run_1/pdn.png
Bar = 20 um. Pins as bars on the die edge.
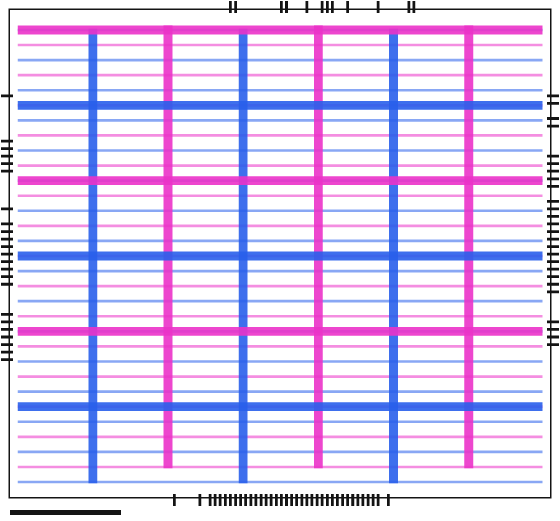
run_1/cell_classes.png
Bar = 20 um.
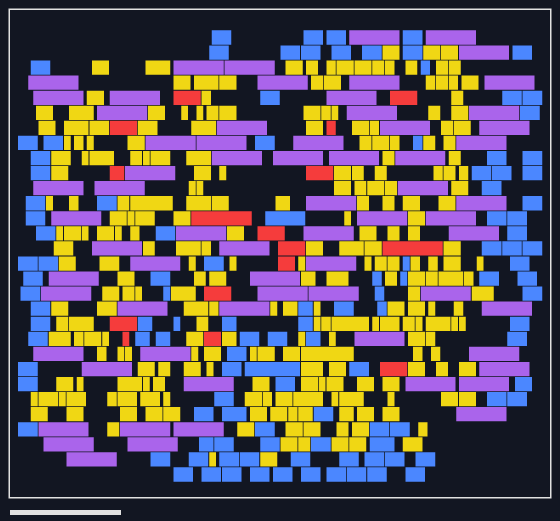
run_1/clock_map.png
Bar = 20 um.
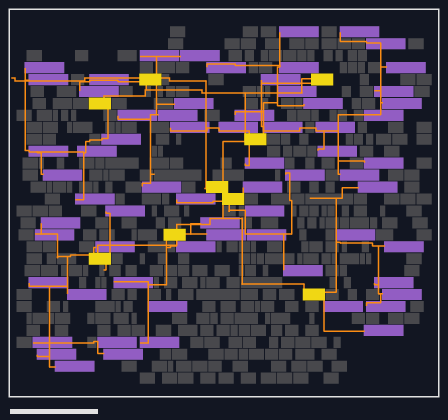
Design branch_hazard_ctrl, sky130hd; sources not shown.
==> qor.log, run 1 <==
qor: global_route.grt_first_pass_wirelength 14100 um
qor: logic_synthesis.synth.distinct_cells 40
qor: run_status.status complete, no violations
qor: detailed_routing.wire_per_inst 15.5 um
qor: logic_synthesis.synth_async_sr_flop_share 100%
qor: cells_and_area.number_of_sequential_storage_elements 67
qor: sta.finalSetupViolCount 0
qor: logic_synthesis.biggest_combinational_cell_group_after_synthesis simple AND/OR/NAND/NOR gates
qor: cells_and_area.num-nonclk-buffers 116
qor: cells_and_area.most-common-layout-cells sky130_fd_sc_hd__clkdlybuf4s50_1 (94), sky130_fd_sc_hd__dfrtp_1 (67), sky130_fd_sc_hd__xor2_1 (41), sky130_fd_sc_hd__xnor2_1 (40), sky130_fd_sc_hd__nand3_1 (25)
qor: critical_path.critPathLaunchType input pin
qor: clock_tree.cts.sinks 67
qor: detailed_routing.drt-initial-drc-count 71
qor: critical_path.critPathTopFamily buffers and inverters
qor: critical_path.timing.critical_path.depth 8
qor: cells_and_area.dominant-cell-class multi-input combinational cells
qor: clock_tree.clk_latency 0.35 ns
qor: global_route.grt_antenna_before_repair 0
qor: logic_synthesis.count_of_flip_flops_with_a_built_in_enable_after_synthesis 0
qor: global_route.globalRoute.busiestLayer met2
qor: detailed_routing.antenna_violating_nets_post_route 0
qor: global_route.use_met1 26.7%
qor: sta.relSlewSlack 51.8%
qor: cells_and_area.final-clk-cell-share 4.32%
qor: detailed_routing.drt_first_pass_iters 4
qor: flow_run.max-cap-violations 0
qor: detailed_routing.vias_per_cell 5.24
qor: cells_and_area.antenna-diode-count 0
qor: logic_synthesis.synthesized_registers 67
qor: sta.hold_ws 0.355 ns
qor: critical_path.timing.reg2reg.worst_path_depth 7
qor: clock_tree.clk_path_buf_depth 2
qor: pwr.p_comb 586 uW
qor: die.floorplan.initialDensity 46.7%
qor: clock_tree.tritoncts.num_buffers 9
qor: die.tapCellCount 96
qor: critical_path.crit_path_end_kind primary output
qor: logic_synthesis.synth.yosys.seq_area_share 46.4%
qor: critical_path.path_cells clkdlybuf4s50_1, or4_1, o22ai_2, o21bai_4, o221ai_4, nand2_2, buf_4, clkdlybuf4s50_1
qor: placed_design.post-dp-hpwl 6220 um
qor: pwr.power_frac_seq 45.1%
qor: sta.tns 0 ns
qor: critical_path.critical_path.n_buffers_inverters 3
qor: logic_synthesis.yosys.area.top_type sky130_fd_sc_hd__dfrtp_1
qor: logic_synthesis.syn-num-nets 365
qor: logic_synthesis.mappedNetlistArea 3610 um2
qor: critical_path.path_common_cell sky130_fd_sc_hd__clkdlybuf4s50_1
qor: logic_synthesis.ys_sh_mux 0.936%
qor: cells_and_area.inv_count 16
qor: cells_and_area.num-clock-buffers 10
qor: clock_tree.cts_root_buffer sky130_fd_sc_hd__clkbuf_8
qor: logic_synthesis.ys_cells 334
qor: cells_and_area.finish.net_count 479
qor: detailed_routing.drc 0
qor: cells_and_area.layout.area.comb 1840 um2
qor: logic_synthesis.synth_top_flop_cell sky130_fd_sc_hd__dfrtp_1
qor: sta.timing.final.crit_share 96.8%
qor: cells_and_area.layout-area-overhead-vs-synth 39.5%
qor: pwr.sequentialPower 1.20 mW
qor: clock_tree.cts.clk_slew.worst_paths 0.08 ns
qor: sta.fin_crit 2.76 ns
qor: sta.report.final.slew_viol_count 0
qor: critical_path.crit_slowest_cell sky130_fd_sc_hd__clkdlybuf4s50_1
## Picture notes: pdn.png
[magenta] VDD
[blue] VSS
met1 rails: 31
rows: 30
Die Y-Extent: 87.9 um
peak supply drop: 0.000428 V
die boundary width: 97.5 um
placeable core area: 7730 um2

## Picture notes: cell_classes.png
[purple] flip-flops | cells: 67 | share of their area: 34%
[red] clock drivers and dummy loads | cells: 16 | share of their area: 4.4%
[blue] other buffers and delay cells | cells: 116 | share of their area: 23%
[yellow] all other logic | cells: 254 | share of their area: 39%
row cnt: 30
post-route core utilization: 65.1%
Non-Filler Cell Area, Final: 5040 um2

## Picture notes: clock_map.png
[purple] flip-flops | count: 67
[orange] clock wires | length: 906 um
[yellow] cells driving clock nets | count: 9
routed clock nets: 10
Layout Skew: 0.0123 ns
power consumed by the clock network: 873 uW

run_1/final_placement.png
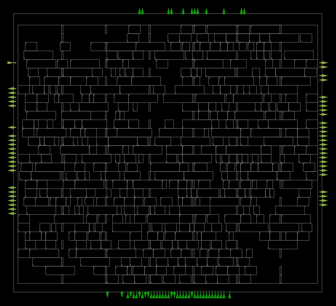

## Run 2: what changed since run 1
--- a/config.mk
+++ b/config.mk
@@ -11,7 +11,7 @@
 export CORE_UTILIZATION = 44
 export DETAILED_ROUTE_END_ITERATION = 6
 export GPL_TIMING_DRIVEN = 0
-export PLACE_DENSITY = 0.77
+export PLACE_DENSITY_LB_ADDON = 0.3
 export SLEW_MARGIN = 20
 export SYNTH_ARGS = -nofsm -noshare
 export SYNTH_HDL_FRONTEND = slang
run_2/final_placement.png
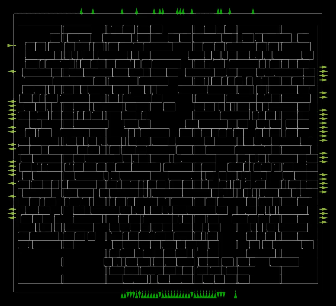
post-route core utilization: 65.2%
Tap Count: 96
number of filler cells placed in the layout: 636

run_2/clock_map.png
Bar = 20 um.
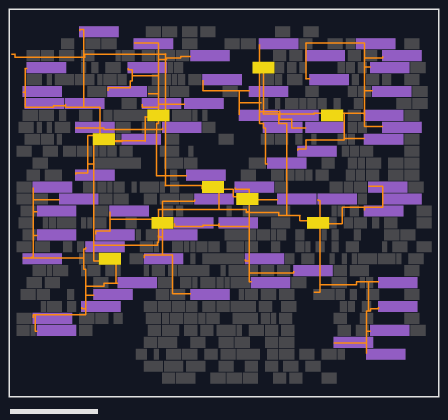
[yellow] cells driving clock nets | count: 9
[orange] clock wires | length: 882 um
[purple] flip-flops | count: 67
flops lie: all over the die
clock network power share: 33.6%
Layout Skew: 0.00938 ns

run_2/cell_classes.png
Bar = 20 um.
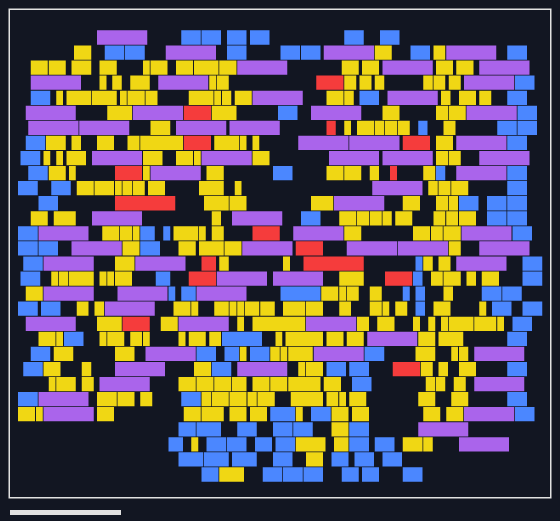
[blue] other buffers and delay cells | cells: 113 | share of their area: 22%
[red] clock drivers and dummy loads | cells: 16 | share of their area: 4.6%
[purple] flip-flops | cells: 67 | share of their area: 34%
[yellow] all other logic | cells: 254 | share of their area: 39%
Non-Filler Cell Area, Final: 5040 um2
fraction of area in registers: 33.2%

==> qor.log, run 2 <==
qor: run_status.status complete, no violations [unchanged]
qor: cells_and_area.flip_flop_and_latch_area 1680 um2 [unchanged]
qor: sta.fin_crit 2.77 ns [was 2.76 ns]
qor: die.core 7730 um2 [unchanged]
qor: logic_synthesis.syn-num-nets 365 [unchanged]
qor: sta.finalSetupViolCount 0 [unchanged]
qor: sta.report.final.slew_viol_count 0 [unchanged]
qor: logic_synthesis.synth_top_flop_cell sky130_fd_sc_hd__dfrtp_1 [unchanged]
qor: flow_run.max-cap-violations 0 [unchanged]
qor: logic_synthesis.count_leader_synth sky130_fd_sc_hd__dfrtp_1 [unchanged]
qor: critical_path.path_common_cell sky130_fd_sc_hd__clkdlybuf4s50_1 [unchanged]
qor: cells_and_area.dominant-cell-class multi-input combinational cells [unchanged]
qor: sta.relSlewSlack 53.0% [was 51.8%]
qor: pwr.power_frac_seq 44.4% [was 45.1%]
qor: pwr.clk-power 899 uW [was 873 uW]
qor: logic_synthesis.avgSynthCellArea 10.8 um2 [unchanged]
qor: die.floorplan.initialDensity 46.7% [unchanged]
qor: logic_synthesis.netlist.area_leader.share 46.4% [unchanged]
qor: logic_synthesis.biggest_combinational_cell_group_after_synthesis simple AND/OR/NAND/NOR gates [unchanged]
qor: sta.tightest_slew 0.705 ns [was 0.724 ns]
qor: critical_path.critPathTopFamily buffers and inverters [unchanged]
qor: cells_and_area.most-common-layout-cells sky130_fd_sc_hd__clkdlybuf4s50_1 (86), sky130_fd_sc_hd__dfrtp_1 (67), sky130_fd_sc_hd__xor2_1 (41), sky130_fd_sc_hd__xnor2_1 (40), sky130_fd_sc_hd__nand3_1 (25) [was sky130_fd_sc_hd__clkdlybuf4s50_1 (94), sky130_fd_sc_hd__dfrtp_1 (67), sky130_fd_sc_hd__xor2_1 (41), sky130_fd_sc_hd__xnor2_1 (40), sky130_fd_sc_hd__nand3_1 (25)]
qor: die.fp.dieW 97.5 um [unchanged]
qor: clock_tree.cts_root_buffer sky130_fd_sc_hd__clkbuf_8 [unchanged]
qor: logic_synthesis.yosys.area.top_type sky130_fd_sc_hd__dfrtp_1 [unchanged]
qor: placed_design.post-dp-hpwl 6230 um [was 6220 um]
qor: placed_design.routabilityCongestion 0.900 [was 0.886]
qor: critical_path.critPathLaunchType input pin [unchanged]
qor: logic_synthesis.synth_async_sr_flop_share 100% [unchanged]
qor: logic_synthesis.synth.distinct_cells 40 [unchanged]
qor: global_route.grt_pass1_vias 2854 [was 2859]
qor: detailed_routing.drt_first_pass_iters 4 [unchanged]
qor: cells_and_area.finish.net_count 476 [was 479]
qor: clock_tree.clk_latency 0.34 ns [was 0.35 ns]
qor: critical_path.timing.reg2reg.worst_path_depth 7 [unchanged]
qor: cells_and_area.layout-area-overhead-vs-synth 39.7% [was 39.5%]
qor: clock_tree.clk_path_buf_depth 2 [unchanged]
qor: global_route.globalRoute.busiestLayer met2 [unchanged]
qor: logic_synthesis.count_of_flip_flops_with_a_built_in_enable_after_synthesis 0 [unchanged]
qor: cells_and_area.final-clk-cell-share 4.52% [was 4.32%]
qor: critical_path.critical_path.n_buffers_inverters 3 [unchanged]
qor: clock_tree.tritoncts.num_buffers 9 [unchanged]
qor: critical_path.path_cells clkdlybuf4s50_1, xor2_1, nor4_2, a32oi_2, o221ai_4, or2_4, inv_1, clkdlybuf4s50_1 [was clkdlybuf4s50_1, or4_1, o22ai_2, o21bai_4, o221ai_4, nand2_2, buf_4, clkdlybuf4s50_1]
qor: cells_and_area.n_multi_input_combinational_cell 238 [unchanged]
qor: detailed_routing.routed-wl-met3 369 um [was 478 um]
qor: critical_path.crit_slowest_cell sky130_fd_sc_hd__clkdlybuf4s50_1 [unchanged]
qor: global_route.grt_first_pass_wirelength 14100 um [about the same]
qor: die.core.rowCount 30 [unchanged]
qor: cells_and_area.antenna-diode-count 0 [unchanged]
qor: global_route.globalRouteTotalUtil 20.8% [was 21.0%]
qor: logic_synthesis.synth.yosys.seq_area_share 46.4% [unchanged]
qor: clock_tree.cts.sinks 67 [unchanged]
qor: cells_and_area.inv_count 16 [unchanged]
qor: logic_synthesis.synthesized_registers 67 [unchanged]
qor: logic_synthesis.ys_cells 334 [unchanged]
qor: clock_tree.cts_hold_repair.buffers 0 [unchanged]
qor: detailed_routing.drt-initial-drc-count 66 [was 71]
qor: cells_and_area.num-nonclk-buffers 113 [was 116]
qor: critical_path.crit_path_end_kind primary output [unchanged]
qor: cells_and_area.number_of_sequential_storage_elements 67 [unchanged]
qor: global_route.use_met1 26.3% [was 26.7%]
qor: sta.tns 0 ns [unchanged]
qor: sta.hold_ws 0.394 ns [was 0.355 ns]
qor: die.die_h 87.9 um [unchanged]
qor: detailed_routing.drc 0 [unchanged]
qor: cells_and_area.layout.area.comb 1860 um2 [was 1840 um2]
qor: logic_synthesis.ys_sh_mux 0.936% [unchanged]
qor: global_route.grt_antenna_before_repair 0 [unchanged]
qor: pwr.sequentialPower 1.19 mW [was 1.20 mW]
qor: detailed_routing.vias_per_cell 5.28 [was 5.24]
qor: critical_path.timing.critical_path.depth 8 [unchanged]
qor: cells_and_area.num-clock-buffers 12 [was 10]
qor: detailed_routing.antenna_violating_nets_post_route 0 [unchanged]
qor: global_route.grtUsageMet3 5.03% [was 7.10%]
qor: logic_synthesis.mappedNetlistArea 3610 um2 [unchanged]
qor: clock_tree.cts.clk_slew.worst_paths 0.08 ns [about the same]
qor: pwr.p_comb 590 uW [was 586 uW]
qor: sta.timing.final.crit_share 97.1% [was 96.8%]
qor: detailed_routing.wire_per_inst 15.5 um [about the same]
No activity file was given, so power comes from the tool's default toggle rates.
